--- src/rtl/floating_point_divider.sv ---
// Multi-cycle IEEE-754-style divider: restoring radix-2 mantissa divide, round to nearest even.
// Define FP_DIVIDER_EARLY_OUT_EN to return NaN/Inf/zero-operand results one cycle after accept.
module floating_point_divider #(
  parameter int EXPONENT_WIDTH  = 8,
  parameter int MANTISSA_WIDTH  = 23,
  parameter int FLOAT_BIT_WIDTH = EXPONENT_WIDTH + MANTISSA_WIDTH + 1
) (
  input  logic                       clk,
  input  logic                       rst_n,
  input  logic                       in_valid,
  output logic                       in_ready,
  input  logic [FLOAT_BIT_WIDTH-1:0] a,
  input  logic [FLOAT_BIT_WIDTH-1:0] b,
  output logic                       out_valid,
  input  logic                       out_ready,
  output logic [FLOAT_BIT_WIDTH-1:0] out,
  output logic                       underflow_flag,
  output logic                       overflow_flag,
  output logic                       invalid_operation_flag,
  output logic                       divide_by_zero_flag
);
  localparam int EW        = EXPONENT_WIDTH;
  localparam int MW        = MANTISSA_WIDTH;
  localparam int FW        = FLOAT_BIT_WIDTH;
  localparam int CW        = $clog2(MW + 3);
  localparam int BIAS      = (1 << (EW - 1)) - 1;
  localparam int EXP_MAX_I = (1 << EW) - 1;
  localparam int LAST_I    = MW + 1;
  localparam logic signed [EW+1:0] BIAS_S  = BIAS[EW+1:0];
  localparam logic signed [EW+1:0] ONE_S   = {{(EW+1){1'b0}}, 1'b1};
  localparam logic signed [EW+1:0] ZERO_S  = '0;
  localparam logic [EW:0]          EXP_MAX = EXP_MAX_I[EW:0];
  localparam logic [CW-1:0]        LAST    = LAST_I[CW-1:0];
  localparam logic [FW-1:0]        QNAN    = {1'b1, {EW{1'b1}}, 1'b1, {(MW-1){1'b0}}};

  typedef enum logic [1:0] {IDLE, DIVIDE, ROUND, DONE} state_t;

  // Returns {underflow, overflow, packed result}.
  function automatic logic [FW+1:0] round_pack(input logic sign, input logic signed [EW+1:0] exp,
                                               input logic [MW+1:0] q, input logic sticky);
    logic                 up;
    logic [MW+1:0]        m;
    logic signed [EW+1:0] e;
    logic [MW-1:0]        frac;
    up   = q[0] & (sticky | q[1]);
    m    = {1'b0, q[MW+1:1]} + {{(MW+1){1'b0}}, up};
    e    = exp + (m[MW+1] ? ONE_S : ZERO_S);
    frac = m[MW+1] ? m[MW:1] : m[MW-1:0];
    if (!e[EW+1] && e[EW:0] >= EXP_MAX)
      round_pack = {2'b01, sign, {EW{1'b1}}, {MW{1'b0}}};
    else if (e[EW+1] || e == ZERO_S)
      round_pack = {2'b10, sign, {(FW-1){1'b0}}};
    else
      round_pack = {2'b00, sign, e[EW-1:0], frac};
  endfunction

  logic                 w_sa, w_sb, w_sign;
  logic [EW-1:0]        w_ea, w_eb;
  logic [MW-1:0]        w_fa, w_fb;
  logic                 w_a_zero, w_b_zero, w_a_inf, w_b_inf, w_a_nan, w_b_nan;
  logic                 w_spec, w_early, w_accept, w_a_lt, w_qbit;
  logic [FW-1:0]        w_spec_out;
  logic [3:0]           w_spec_flg;
  logic [MW:0]          w_ma, w_mb;
  logic [MW+1:0]        w_rem0, w_diff, w_rem_nxt;
  logic signed [EW+1:0] w_exp0;
  logic [FW+1:0]        w_rnd;
  state_t               r_state, w_state_nxt;
  logic [CW-1:0]        r_cnt;
  logic [MW+1:0]        r_rem, r_q;
  logic [MW:0]          r_div;
  logic signed [EW+1:0] r_exp;
  logic                 r_sign, r_spec;
  logic [FW-1:0]        r_spec_out, r_out;
  logic [3:0]           r_spec_flg, r_flg;

  assign {w_sa, w_ea, w_fa} = a;
  assign {w_sb, w_eb, w_fb} = b;
  assign w_sign   = w_sa ^ w_sb;
  assign w_a_zero = (w_ea == '0);
  assign w_b_zero = (w_eb == '0);
  assign w_a_inf  = (&w_ea) && (w_fa == '0);
  assign w_b_inf  = (&w_eb) && (w_fb == '0);
  assign w_a_nan  = (&w_ea) && (w_fa != '0);
  assign w_b_nan  = (&w_eb) && (w_fb != '0);

  // Flag nibble order is {underflow, overflow, invalid, divide_by_zero}.
  always_comb begin
    w_spec     = 1'b1;
    w_spec_out = '0;
    w_spec_flg = '0;
    if (w_a_nan) begin
      w_spec_out = w_fa[MW-1] ? a : QNAN;
      w_spec_flg = 4'b0010;
    end else if (w_b_nan) begin
      w_spec_out = w_fb[MW-1] ? b : QNAN;
      w_spec_flg = 4'b0010;
    end else if ((w_a_zero && w_b_zero) || (w_a_inf && w_b_inf)) begin
      w_spec_out = QNAN;
      w_spec_flg = 4'b0010;
    end else if (w_a_inf) begin
      w_spec_out = {w_sign, {EW{1'b1}}, {MW{1'b0}}};
      w_spec_flg = 4'b0100;
    end else if (w_b_zero) begin
      w_spec_out = {w_sign, {EW{1'b1}}, {MW{1'b0}}};
      w_spec_flg = 4'b0001;
    end else if (w_a_zero || w_b_inf) begin
      w_spec_out = {w_sign, {(FW-1){1'b0}}};
    end else begin
      w_spec = 1'b0;
    end
  end

`ifdef FP_DIVIDER_EARLY_OUT_EN
  assign w_early = w_spec;
`else
  assign w_early = 1'b0;
`endif

  // Pre-shifting a smaller dividend makes the first quotient bit always 1.
  assign w_ma      = {1'b1, w_fa};
  assign w_mb      = {1'b1, w_fb};
  assign w_a_lt    = (w_ma < w_mb);
  assign w_rem0    = w_a_lt ? {w_ma, 1'b0} : {1'b0, w_ma};
  assign w_exp0    = $signed({2'b00, w_ea}) - $signed({2'b00, w_eb}) + BIAS_S
                     - (w_a_lt ? ONE_S : ZERO_S);
  assign w_qbit    = (r_rem >= {1'b0, r_div});
  assign w_diff    = r_rem - (w_qbit ? {1'b0, r_div} : '0);
  assign w_rem_nxt = w_diff << 1;
  assign w_accept  = in_valid && in_ready;
  assign w_rnd     = round_pack(r_sign, r_exp, r_q, |r_rem);

  always_ff @(posedge clk or negedge rst_n) begin
    if (!rst_n) begin
      r_state <= IDLE;
      r_cnt   <= '0;
    end else begin
      r_state <= w_state_nxt;
      r_cnt   <= (r_state == DIVIDE) ? r_cnt + {{(CW-1){1'b0}}, 1'b1} : '0;
    end
  end

  always_comb begin
    w_state_nxt = r_state;
    in_ready    = 1'b0;
    out_valid   = 1'b0;
    case (r_state)
      IDLE: begin
        in_ready = 1'b1;
        if (in_valid) w_state_nxt = w_early ? DONE : DIVIDE;
      end
      DIVIDE:  if (r_cnt == LAST) w_state_nxt = ROUND;
      ROUND:   w_state_nxt = DONE;
      DONE: begin
        out_valid = 1'b1;
        if (out_ready) w_state_nxt = IDLE;
      end
      default: w_state_nxt = IDLE;
    endcase
  end

  always_ff @(posedge clk) begin
    if (w_accept) begin
      r_rem      <= w_rem0;
      r_div      <= w_mb;
      r_exp      <= w_exp0;
      r_sign     <= w_sign;
      r_spec     <= w_spec;
      r_spec_out <= w_spec_out;
      r_spec_flg <= w_spec_flg;
    end else if (r_state == DIVIDE) begin
      r_q   <= {r_q[MW:0], w_qbit};
      r_rem <= w_rem_nxt;
    end
  end

  always_ff @(posedge clk or negedge rst_n) begin
    if (!rst_n) begin
      r_out <= '0;
      r_flg <= '0;
    end else if (w_accept && w_early) begin
      r_out <= w_spec_out;
      r_flg <= w_spec_flg;
    end else if (r_state == ROUND) begin
      r_out <= r_spec ? r_spec_out : w_rnd[FW-1:0];
      r_flg <= r_spec ? r_spec_flg : {w_rnd[FW+1:FW], 2'b00};
    end
  end

  assign out = r_out;
  assign {underflow_flag, overflow_flag, invalid_operation_flag, divide_by_zero_flag} = r_flg;
endmodule

--- config.mk ---
export PLATFORM = sky130hd
export DESIGN_NAME = floating_point_divider
export DESIGN_NICKNAME = d
export VERILOG_FILES = /design/src/rtl/floating_point_divider.sv
export SDC_FILE = /design/constraint.sdc
export NUM_CORES = 1
export LEC_CHECK = 0
export ABC_AREA = 1
export CORE_MARGIN = 4
export CORE_UTILIZATION = 25
export CTS_CLUSTER_SIZE = 24
export DETAILED_ROUTE_END_ITERATION = 16
export GPL_ROUTABILITY_DRIVEN = 0
export PLACE_DENSITY = 0.4
export SLEW_MARGIN = 15
export SYNTH_ARGS = -nofsm -noshare
export SYNTH_HDL_FRONTEND = slang
export SYNTH_SLANG_ARGS = --single-unit
--- constraint.sdc ---
create_clock -name clk -period 5.3 [get_ports clk]
set_input_delay 1.06 -clock clk [delete_from_list [all_inputs] [get_ports clk]]
set_output_delay 1.06 -clock clk [all_outputs]
set_load 0.005 [all_outputs]
==> qor.yml, run 1 <==
io_pins: 106
timing.rr.start: "r_rem[14]"
yosys_area_mm2: 0.01143
initial_utilization_pct: 25.23
rr_endpoint: "r_rem[23]"
powerDensity_mw_per_mm2: 576.3
slowest_stage: "nand3_1"
rsz0062_at_grt: "no"
required_ns: 5.48
dr.pass1.iters: 5
cts_root_buffer: "clkbuf_16"
finClkSkew_ns: 0.01239
startpoint: "r_rem[14]"
whs_ns: 0.4537
crit_path_frequent_cell: "nand2_1"
yosys.stat.seqShare_pct: 40.95
warnings: 30
rrSetupSlack_ns: 0.86
yosysWarnings: 0
hold_buffers: 0
first_global_vias: 9765
cts_buffer_depth: 2
grt_max_degree: 46
coreArea_mm2: 0.04528
cts_resized: 0
grt_pass1_wl_mm: 59.85
setup_ws_ns: 0.8648
seq_share_pct: 33.61
n_all_inverters: 204
drv_cap: 0
edf_count: 120
max_freq_mhz: 225.5
synthCells: 1414
rows: 78
wl_per_cell_um: 18.18
dp_hpwl_mm: 30.97
peakVddDrop_mv: 0.2572
wl_mm: 38.94
synthTopCellsByArea: "edfxtp_1 (32%), nand2_1 (10%), ha_1 (10%)"
dp_worst_setup_slack_ns: 0.7910
nClkBuffers: 18
cts_setup_buffers: 0
buf_share_pct: 8.861
leakagePower_nw: 6.204
taps: 600
critPathArrivalTime_ns: 4.62
area_delta_synth_final_pct: 21.85
die-area_mm2: 0.04919
seq_cells: 163
hold_path_class: "register to register"
die_height_um: 221.8
placed_area_mm2: 0.01328
critPathBufInv: 1
endpoint_kind: "register"
portBuffers: 105
synth_top_area_share_pct: 31.54
cp-start-kind: "register"
drc_errors: 0
finalHoldViolCount: 0
ys_types: 44
cts.sinks: 163
outcome: "finished, final reports clean"
flop_cell: "edfxtp_1"
layout_min_cycle_time_ns: 4.435
antenna_found_initial: 1
ys_seq_elements: 163
nets: 1693
rr_worst_depth: 19
final_antenna_net_count: 0
setup_violations: 0
mi_logic_area_mm2: 0.005852
yosys_cells: 1414
largest_class: "combinational gates"
crit_cells: 19
n_all_buffers: 128
regArea_mm2: 0.004679
worst_pin_slew_ns: 0.8495
overflow: 0
die_width_um: 221.8
syn_avg_cell_area_um2: 8.081
cts_buffers: 17
synth_top_cell_by_count: "nand2_1"
synth_nets: 1578
worstSetupEndpoint: "r_rem[23]"
max-slew-margin-rel_pct: 43.16
syn_area_mm2: 0.01143
routed_via_density: 4.755
whs_endpoint: "out[31]"
async_flop_share_pct: 26.38
finalCritPeriodShare_pct: 83.68
run 1: where the power goes:
part | switching (mW) | internal [mW] | total (mW)
Clock | 0.551 | 0.836 | 1.39
Combinational | 2.58 | 1.63 | 4.21
Sequential | 0.388 | 2.04 | 2.43
run 1: per-stage QoR:
stage	instances	total power [mW]	util [%]
3_5_place_dp	2110	6.662	29.33
5_1_grt	2142	8.715	30.74
4_1_cts	2142	8.095	30.74
2_1_floorplan	1414	5.160	-
6_report	2142	8.023	30.74
3_3_place_gp	2110	6.681	29.33
run 1: placed cells by master, fill, tap and decap left out, types with 5 or more instances in the layout:
cell and count:
dfrtp_1 43, inv_1 201, a22o_1 30, nor3_1 15, ha_1 93, nand2_1 314
o21bai_1 14, a21oi_1 73, xnor2_1 8, xor2_1 23, edfxtp_1 120, o21bai_2 10
nor2_2 5, or2_2 9, clkdlybuf4s50_1 104, nand3_1 140, bufinv_16 5, o21ai_0 64
nor2_1 110, nand4_1 68, nand3b_1 10, clkbuf_16 17, buf_4 23
run 1: logic make-up (layout without fill, tap and decap cells):
kind of cell	after synthesis	count (layout)	synth area share, %
DFF	163	163	40.95
adders and majority gates	96	96	10.71
xor gates and xnor gates	32	32	2.617
AOI/OAI and AO/OA	200	200	10.79
buffers and inverters	236	364	7.851
and+or+nand+nor	687	687	27.08
run 1: state kept, by name, summed over array words and instances, names as in the netlist:
name	flops
out	32
r_spec_out	32
r_q	25
r_rem	25
r_div	23
r_exp	10
r_cnt	5
r_flg	4
r_spec_flg	3
r_state	2
r_sign	1
r_spec	1
run 1: per-layer routing:
layer,GRT usage [%],vias up,share of wire (%)
li1,-,5047,-
met2,23.29,272,42
met3,2.436,23,4.7
met1,23.89,4844,52
met5,0,-,0
met4,2.841,0,1.1
**Run 1: I/O pins on the die edge**

(2 px per um) Pins as bars across the die edge, other pins in gray.
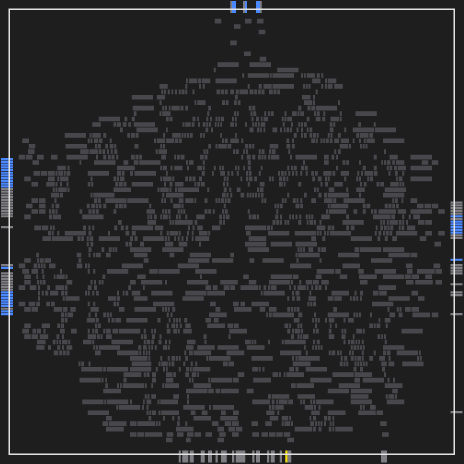
color	port	pins	direction	edge
yellow	`out_valid`	1	output	bottom
blue	`a`	32	input	20 left, 7 right, 5 top
all pins by edge	41 left, 33 bottom, 24 right, 8 top

**Run 1: met2 routing**

(2 px per um) Cells faint in the background.
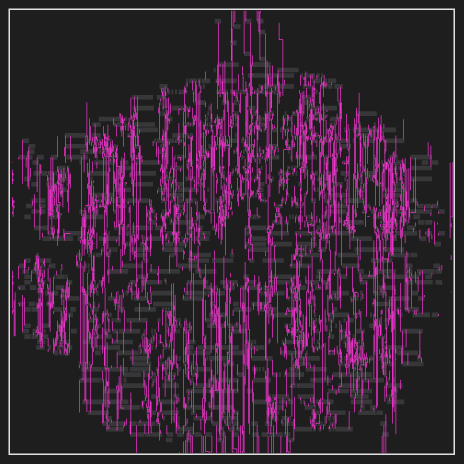
longest straight run	77.5 um
nets with wire on the layer	1342
main direction	vertical

**Run 1: signal metal coverage by tile**

(1.5 px per um) The die is cut into 22 by 22 equal tiles; dark blue is low, red is high, scaled to the fullest tile. Values are wire area over tile area, all layers added.
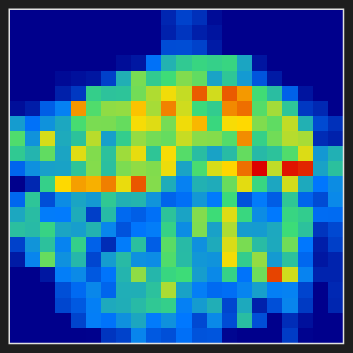
densest ninth of the die	center
mean over tiles	0.12
emptiest ninth of the die	upper left

==> run 2, diff against run 1 <==
==> constraint.sdc (replaced) <==
create_clock -name clk -period 4.3 [get_ports clk]
set_input_delay 0.86 -clock clk [delete_from_list [all_inputs] [get_ports clk]]
set_output_delay 0.86 -clock clk [all_outputs]
set_load 0.005 [all_outputs]
==> run 2 against run 1 <==
Flip-flop count unchanged. Utilization up 0.46 points. Clock power grew 9%. Combinational power is 24% higher. Non-clock buffer count increased by 36. Area after synthesis unchanged. Critical endpoint is now r_exp[7].
==> qor.yml, run 2 <==
outcome: "finished, final reports clean"
area_delta_synth_final_pct: 23.65
mi_logic_area_mm2: 0.005859
first_global_vias: 9970
worst_pin_slew_ns: 1.007
switching_share_pct: 44.48
finalHoldViolCount: 0
rsz0062_at_grt: "yes"
critPathBufInv: 2
initial_utilization_pct: 25.23
cts_root_buffer: "clkbuf_16"
nets: 1729
max_freq_mhz: 243.2
whs_ns: 0.4225
cts_buffer_depth: 2
wl_mm: 38.86
rows: 78
die_width_um: 221.8
ys_seq_elements: 163
peakVddDrop_mv: 0.3063
slowest_stage: "clkdlybuf4s50_1"
hold_path_class: "primary input to async pin"
comb_power_share_pct: 53.8
post-route-util_pct: 31.20
finalCritPeriodShare_pct: 95.63
grt_max_degree: 44
cts.sinks: 163
drv_cap: 0
flop_cell: "edfxtp_1"
ys_types: 44
yosys.stat.seqShare_pct: 40.95
layout_top_cell: "nand2_1"
dp_hpwl_mm: 31.00
leakagePower_nw: 6.348
async_flop_share_pct: 26.38
p_clk_mw: 1.52
grt_pass1_wl_mm: 59.95
finClkSkew_ns: 0.01672
syn_avg_cell_area_um2: 8.081
setup_violations: 0
synthCells: 1414
edf_count: 120
synth_top_area_share_pct: 31.54
synth_nets: 1578
finalPower_mw: 9.737
critPathArrivalTime_ns: 4.29
yosys_area_mm2: 0.01143
overflow: 0
pg_seq_mw: 2.98
syn_area_mm2: 0.01143
required_ns: 4.48
warnings: 31
cp-start-kind: "primary input"
cts_buffers: 17
cts_setup_buffers: 0
## run 2: netlist changes by cell type in the layout (fill, tap and decap cells not counted), moves of 2 or more
cell,change
clkbuf_1,+3
clkinv_4,+2
bufinv_16,-4
buf_4,+36
clkinv_1,-2
## run 2: routing by layer
metal	share of wire, %	vias up	GRT usage [%]	wire (um)
met5	0.033	-	0	13
met4	1.5	2	3.681	588
met3	4.3	33	2.621	1679
met2	43	219	23.30	16780
met1	51	4899	23.30	19790
li1	-	5107	-	-
## run 2: repair_timing
| action | in CTS | in global routing |
|---|---|---|
| hold buffers | 0 | 0 |
| setup endpoints to repair | 0 | 6 |
| gates resized | 0 | 2 |
## run 2: path summary, 6_finish.rpt
| path | from | to | slack (ns) |
|---|---|---|---|
| worst max-delay path | b[14] | r_exp[7] | 0.19 |
| worst min-delay path | rst_n | out[30] | 0.42 |
| worst max register to register | r_rem[20] | r_rem[7] | 0.39 |
| worst min register to register | r_sign | out[31] | 0.46 |
| max in group asynchronous | rst_n | out[14] | 3.45 |
| min in group clk | r_sign | out[31] | 0.46 |
## run 2: layout make-up
class,instances,area share [%]
repair buffers,164,10.64
inverters,204,5.437
flip-flops and latches,163,33.12
well taps,600,5.313
clock inverters,10,0.7173
multi-input cells,1015,41.47
clock buffers,22,3.294
## run 2: metrics by stage
| stage | worst slack, ns | std cells |
|---|---|---|
| after floorplan | 0.2360 | 1414 |
| after global placement | -0.2742 | 2146 |
| after detailed placement | -0.2279 | 2146 |
| after CTS | 0.2467 | 2178 |
| after global routing | -0.0007221 | 2178 |
| final | 0.1877 | 2178 |
## run 2: cell families after synthesis
kind of cell,count (synthesis),share of synthesized area [%]
fa+ha+maj,96,10.71
flops,163,40.95
xor+xnor,32,2.617
compound gates,200,10.79
simple gates,687,27.08
buf+inv,236,7.851
**Run 2: met3 routing**

(2 px per um) Cells faint in the background.
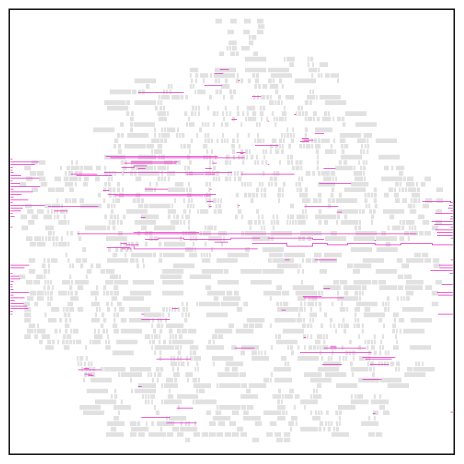
main direction	horizontal
share of all routed wire	4.3%
wire length on this layer	1680 um
nets with wire on the layer	128
longest straight run	169 um

**Run 2: met2 routing**

(2 px per um) Cells faint in the background.
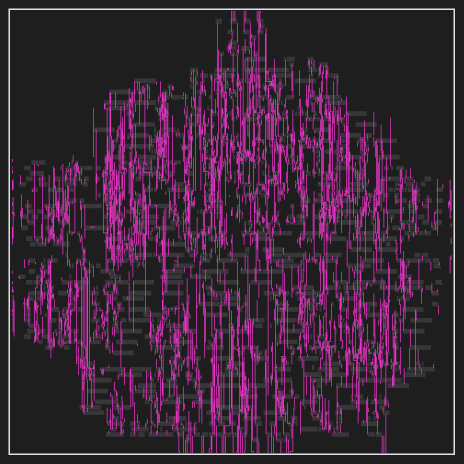
longest straight run	67.7 um
nets with wire on the layer	1379

==> run 3, diff against run 2 <==
--- a/config.mk
+++ b/config.mk
@@ -8,6 +8,7 @@
 export ABC_AREA = 1
 export CORE_MARGIN = 4
 export CORE_UTILIZATION = 25
+export CTS_CLUSTER_DIAMETER = 50
 export CTS_CLUSTER_SIZE = 24
 export DETAILED_ROUTE_END_ITERATION = 16
 export GPL_ROUTABILITY_DRIVEN = 0
@@ -16,3 +17,4 @@
 export SYNTH_ARGS = -nofsm -noshare
 export SYNTH_HDL_FRONTEND = slang
 export SYNTH_SLANG_ARGS = --single-unit
+export TNS_END_PERCENT = 50
**Run 3: signal metal coverage by tile**

(1.5 px per um) The die is cut into 22 by 22 equal tiles; dark blue is low, red is high, scaled to the fullest tile. Values are wire area over tile area, all layers added.
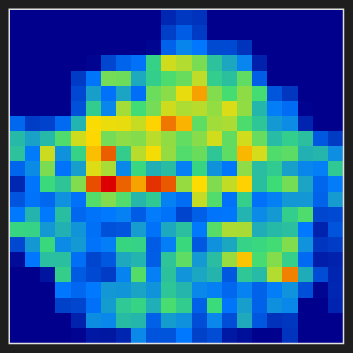
tiles over half the peak	21%
emptiest ninth of the die	upper left
densest ninth of the die	center
nearly empty tiles	24%
mean over tiles	0.12
fullest tile	0.42

==> run 3 against run 2 <==
Synthesized cell count unchanged. First-iteration DRC count unchanged. Via count unchanged. Global-route usage unchanged. Count of clock-buffer cells in the layout unchanged. Area after synthesis unchanged. Register-to-register slack about the same. Clock power about the same. Highest routed layer unchanged.
==> qor.yml, run 3 <==
dp.cells: 2146
wl_met2_mm: 16.78
wl_per_cell_um: 17.84
final_antenna_net_count: 0
stdcell_count: 2178
powerDensity_mw_per_mm2: 689.2
peakVddDrop_mv: 0.3063
flop_cell: "edfxtp_1"
internal_power_mw: 5.406
die-area_mm2: 0.04919
finalPower_mw: 9.737
drv_cap: 0
layout_top_cell: "nand2_1"
p_switching_mw: 4.331
warnings: 31
syn_area_mm2: 0.01143
rr_endpoint: "r_rem[7]"
cts_setup_buffers: 0
async_flop_share_pct: 26.38
yosys.stat.seqShare_pct: 40.95
hold_path_class: "primary input to async pin"
first_global_vias: 9970
grt_max_degree: 44
clockPowerShare_pct: 15.6
placed_area_mm2: 0.01355
yosys_area_mm2: 0.01143
drt-met1-wl_mm: 19.79
syn_avg_cell_area_um2: 8.081
synth_top_area_share_pct: 31.54
layout_min_cycle_time_ns: 4.112
rsz0062_at_grt: "yes"
comb_power_share_pct: 53.8
routed_via_density: 4.711
ys_seq_elements: 163
dp_hpwl_mm: 31.00
critPathArrivalTime_ns: 4.29
outcome: "finished, final reports clean"
rows: 78
grt_pass1_wl_mm: 59.95
required_ns: 4.48
finalHoldViolCount: 0
worstSetupEndpoint: "r_exp[7]"
endpoint_kind: "register"
cts_buffer_depth: 2
mi_logic_area_mm2: 0.005859
synth_top_cell_by_count: "nand2_1"
startpoint: "b[14]"
edf_count: 120
antenna_found_initial: 1
finalCritPeriodShare_pct: 95.63
cp-start-kind: "primary input"
nets: 1729
switching_share_pct: 44.48
dr_wl_met3_mm: 1.679
leakagePower_nw: 6.348
**Run 3: I/O pins on the die edge**

(2 px per um) Pins as bars across the die edge, other pins in gray.
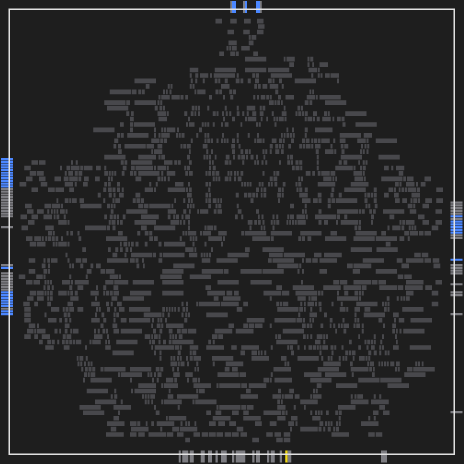
color	port	pins	direction	edge
yellow	`out_valid`	1	output	bottom
blue	`a`	32	input	20 left, 7 right, 5 top
all pins by edge	41 left, 33 bottom, 24 right, 8 top

-- run 3: cell counts after synthesis --
Identical to the previous run, type by type.
-- run 3: kinds of logic (layout without fill, tap and decap cells) --
family / after synthesis / after routing / synth area share [%]
simple gates: 687 / 687 / 27.08
flops: 163 / 163 / 40.95
compound gates: 200 / 200 / 10.79
xor+xnor: 32 / 32 / 2.617
buf+inv: 236 / 400 / 7.851
fa+ha+maj: 96 / 96 / 10.71
-- run 3: through the flow --
step | worst slack (ns) | hold WS [ns] | TNS, ns | util [%]
final | 0.1877 | 0.4225 | 0 | 31.20
after global placement | -0.2742 | 0.4508 | -0.6294 | 29.93
after global routing | -0.0007221 | 0.4671 | -0.0007221 | 31.20
after CTS | 0.2467 | 0.4710 | 0 | 31.18
after detailed placement | -0.2279 | 0.4544 | -0.4860 | 29.93
after floorplan | 0.2360 | 0.4287 | 0 | -
-- run 3: cell type report --
class,count,share of cell area (%)
inverter,204,5.437
sequential,163,33.12
timing repair buffer,164,10.64
clock inverter,10,0.7173
tap,600,5.313
clock buffer,22,3.294
multi-input combinational,1015,41.47
-- run 3: timing repair --
| action | in CTS | in global routing |
|---|---|---|
| setup endpoints to repair | 0 | 6 |
| hold endpoints to repair | 0 | 0 |
| gates resized | 0 | 2 |
-- run 3: routing by layer --
metal	vias up	GRT usage, %
met3	33	2.621
met1	4899	23.30
met5	-	0
met4	2	3.681
li1	5107	-
met2	219	23.30
-- run 3: power by group through the flow --
stage	sequential [mW]	clock, mW	combinational, mW
2_1_floorplan	2.86	0	3.50
3_3_place_gp	3.02	0	5.21
3_5_place_dp	3.01	0	5.22
4_1_cts	2.99	1.57	5.24
5_1_grt	3.05	1.63	5.94
6_report	2.98	1.52	5.24
Power and IR drop assume default switching activity.
